$ cat src/rtl/floo_wormhole_rr_arbiter.sv
// rtl/floo_wormhole_rr_arbiter.sv - packet-granular round-robin wormhole arbiter onto one NoC link
// Optional output register stage: PICOBELLO_ARB_OUT_REG_EN.
module floo_wormhole_rr_arbiter #(
    parameter int unsigned NumInp    = 4,
    parameter int unsigned DataWidth = 64,
    localparam int unsigned IdxW     = (NumInp > 1) ? $clog2(NumInp) : 1
) (
    input  logic                             clk_i,
    input  logic                             rst_ni,
    input  logic [NumInp-1:0]                valid_i,
    output logic [NumInp-1:0]                ready_o,
    input  logic [NumInp-1:0][DataWidth-1:0] data_i,
    input  logic [NumInp-1:0]                last_i,
    output logic                             valid_o,
    input  logic                             ready_i,
    output logic [DataWidth-1:0]             data_o,
    output logic                             last_o,
    output logic [IdxW-1:0]                  grant_idx_o,
    output logic                             locked_o
);

    typedef enum logic {IDLE, LOCKED} fsm_e;

    fsm_e                 fsm_q, fsm_d;
    logic [IdxW-1:0]      rr_q, rr_d, lock_q, lock_d;
    logic [IdxW-1:0]      sel, cur_idx;
    logic [IdxW:0]        cand;
    logic                 any_valid, sel_valid, sel_last, fwd_ready, handshake;
    logic [DataWidth-1:0] sel_data;

    function automatic logic [IdxW-1:0] wrap_inc(input logic [IdxW-1:0] idx);
        if ({1'b0, idx} + 1'b1 >= (IdxW+1)'(NumInp)) return '0;
        return idx + 1'b1;
    endfunction

    // Scan from the highest offset down so the lowest offset from rr_q wins.
    always_comb begin
        sel  = rr_q;
        cand = '0;
        for (int k = NumInp - 1; k >= 0; k--) begin
            cand = {1'b0, rr_q} + (IdxW+1)'(k);
            if (cand >= (IdxW+1)'(NumInp)) cand = cand - (IdxW+1)'(NumInp);
            if (valid_i[cand[IdxW-1:0]]) sel = cand[IdxW-1:0];
        end
    end

    always_comb begin
        any_valid = |valid_i;
        cur_idx   = (fsm_q == LOCKED) ? lock_q : sel;
        sel_valid = (fsm_q == LOCKED) ? valid_i[lock_q] : any_valid;
        sel_data  = sel_valid ? data_i[cur_idx] : '0;
        sel_last  = sel_valid & last_i[cur_idx];
        handshake = sel_valid & fwd_ready;
    end

    always_ff @(posedge clk_i or negedge rst_ni) begin
        if (!rst_ni) begin
            fsm_q  <= IDLE;
            rr_q   <= '0;
            lock_q <= '0;
        end else begin
            fsm_q  <= fsm_d;
            rr_q   <= rr_d;
            lock_q <= lock_d;
        end
    end

    // A stalled head also locks, so a later higher-priority request cannot steal the grant.
    always_comb begin
        fsm_d  = fsm_q;
        rr_d   = rr_q;
        lock_d = lock_q;
        case (fsm_q)
            IDLE: begin
                if (sel_valid) begin
                    if (handshake && sel_last) begin
                        rr_d = wrap_inc(sel);
                    end else begin
                        lock_d = sel;
                        fsm_d  = LOCKED;
                    end
                end
            end
            LOCKED: begin
                if (handshake && sel_last) begin
                    rr_d  = wrap_inc(lock_q);
                    fsm_d = IDLE;
                end
            end
            default: fsm_d = IDLE;
        endcase
    end

    always_comb begin
        ready_o = '0;
        if (fsm_q == LOCKED || any_valid) ready_o[cur_idx] = fwd_ready;
        grant_idx_o = cur_idx;
        locked_o    = (fsm_q == LOCKED);
    end

`ifdef PICOBELLO_ARB_OUT_REG_EN
    logic                 full_q, full_d, out_last_q, out_last_d;
    logic [DataWidth-1:0] out_data_q, out_data_d;

    // The register accepts a new flit in the same cycle it drains.
    assign fwd_ready = !full_q | ready_i;

    always_comb begin
        full_d     = full_q;
        out_data_d = out_data_q;
        out_last_d = out_last_q;
        if (fwd_ready) begin
            full_d = sel_valid;
            if (sel_valid) begin
                out_data_d = sel_data;
                out_last_d = sel_last;
            end
        end
    end

    always_ff @(posedge clk_i or negedge rst_ni) begin
        if (!rst_ni) begin
            full_q     <= 1'b0;
            out_data_q <= '0;
            out_last_q <= 1'b0;
        end else begin
            full_q     <= full_d;
            out_data_q <= out_data_d;
            out_last_q <= out_last_d;
        end
    end

    assign valid_o = full_q;
    assign data_o  = full_q ? out_data_q : '0;
    assign last_o  = full_q & out_last_q;
`else
    assign fwd_ready = ready_i;
    assign valid_o   = sel_valid;
    assign data_o    = sel_data;
    assign last_o    = sel_last;
`endif

`ifndef SYNTHESIS
    assert property (@(posedge clk_i) disable iff (!rst_ni) $onehot0(ready_o));

    for (genvar g = 0; g < NumInp; g++) begin : g_hold
        assert property (@(posedge clk_i) disable iff (!rst_ni)
            (valid_i[g] && !ready_o[g]) |=> (valid_i[g] && $stable(data_i[g])));
    end
`endif

endmodule

$ cat config.mk
export PLATFORM = sky130hd
export DESIGN_NAME = floo_wormhole_rr_arbiter
export DESIGN_NICKNAME = d
export VERILOG_FILES = /design/src/rtl/floo_wormhole_rr_arbiter.sv
export SDC_FILE = /design/constraint.sdc
export NUM_CORES = 1
export LEC_CHECK = 0
export CORE_AREA = 2 2 132 134
export DETAILED_ROUTE_END_ITERATION = 10
export DIE_AREA = 0 0 134 136
export PLACE_DENSITY = 0.5
export REMOVE_ABC_BUFFERS = 1
export SLEW_MARGIN = 5
export SYNTH_ARGS = -nofsm -noshare
export SYNTH_HDL_FRONTEND = slang
export SYNTH_SLANG_ARGS = --single-unit
$ cat constraint.sdc
create_clock -name clk_i -period 6.2 [get_ports clk_i]
set_input_delay 0.93 -clock clk_i [delete_from_list [all_inputs] [get_ports clk_i]]
set_output_delay 0.93 -clock clk_i [all_outputs]
set_load 0.1 [all_outputs]
==> images/layer_met1.png <==
Bar = 50 um. Supply wires on this layer in gray.
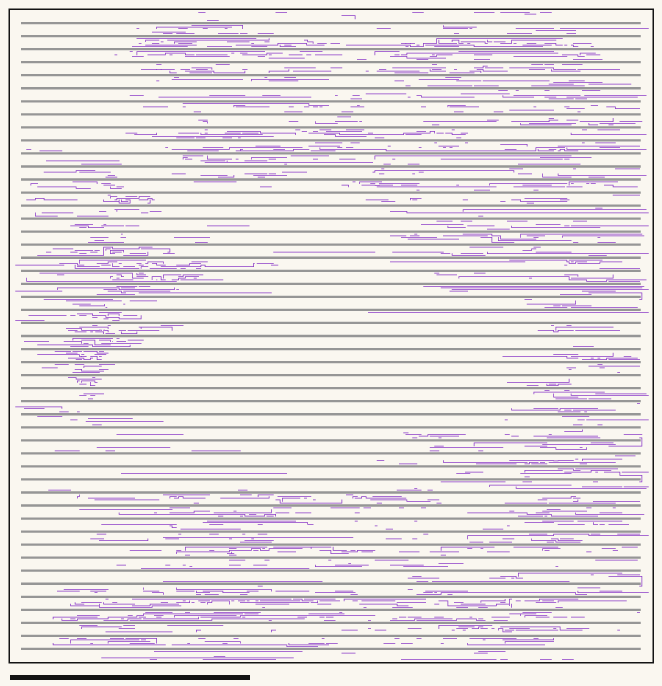
nets with wire on the layer	716
wire length on this layer	6,550 um
share of all routed wire	41%

==> impl_metrics.toml <==
# synthesis and place-and-route metrics
[logic_synthesis]
synth.area.mux_share = 0.610
ys_sh_simple = 0.238
ff_type = "dfrtp_1"
synth_async_sr_flop_share = 1.00
edf_count = 0
ys_warn_count = 0
netlist-cell-type-count = 34
common_cells = "and2_1 (65), mux4_2 (65), buf_2 (9), clkbuf_1 (8), nand2_1 (8)"
ys_sh_aoi = 0.0324

[finish]
register_area_um2 = 125
area_growth_pct = 136
inverters = 4
n_fill_cell = 1700

[routing]
met2WireLength_um = 8070
dr.pass1.iters = 4
first_iter_violations = 122

[outcome]
run_status = "completed"

[grt]
grt_max_degree = 70
grtUsageTotal = 0.164
grt_util_met1 = 0.210

[worst_setup_path]
slowest_delay_ns = 0.60
path_class = "input port to output pin"
arrival_ns = 4.01
reg2reg_setup_slack_ns = 3.81
cp_num_cells = 8

[place]
io_buffers = 339
dpl_cell_area_um2 = 5950

[final_timing]
finalWorstSetupSlack_ns = 1.26
slew_headroom = 0.288

[die]
taps = 225
ios = 340
die_w_um = 134

[cts]
postCtsResizedCells = 0
cts_buffer_depth = 2
cts_inserted_buffers = 3
==> images/layer_met2.png <==
Cells faint in the background.
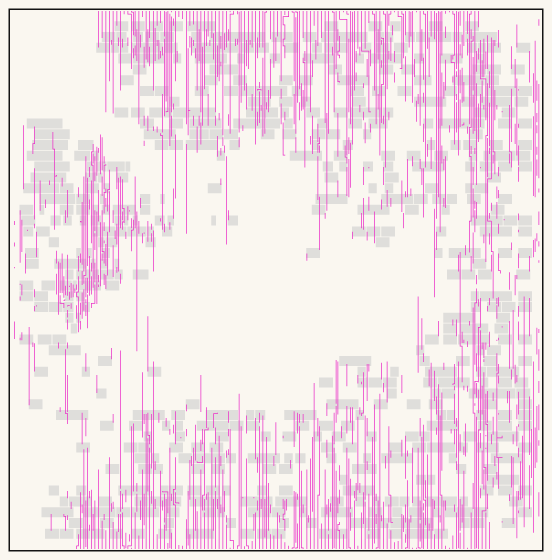
longest straight run	58.0 um
wire length on this layer	8,070 um
nets with wire on the layer	745
Detailed Route WL: 16,000 um
global-route met2 utilization: 0.289

==> worst register-to-register path, stage by stage, from the launching register on <==
cell	delay (ns)
dfrtp_1	0.47
nor3b_1	0.09
a2111oi_0	0.58
nor2_1	0.22
nor3_1	0.21
o21a_1	0.16
o31a_1	0.20
mux2_2	0.35
==> cell families (layout without fill, tap and decap cells) <==
group,Yosys count,in the layout
buf+inv,27,351
compound gates,13,13
simple gates,101,101
xor+xnor,1,1
mux,74,74
flops,5,5
fa+ha+maj,1,1
==> flip-flops by register name (all words and copies together), names as in the netlist <==
signal / count
lock_q: 2
rr_q: 2
locked_o: 1
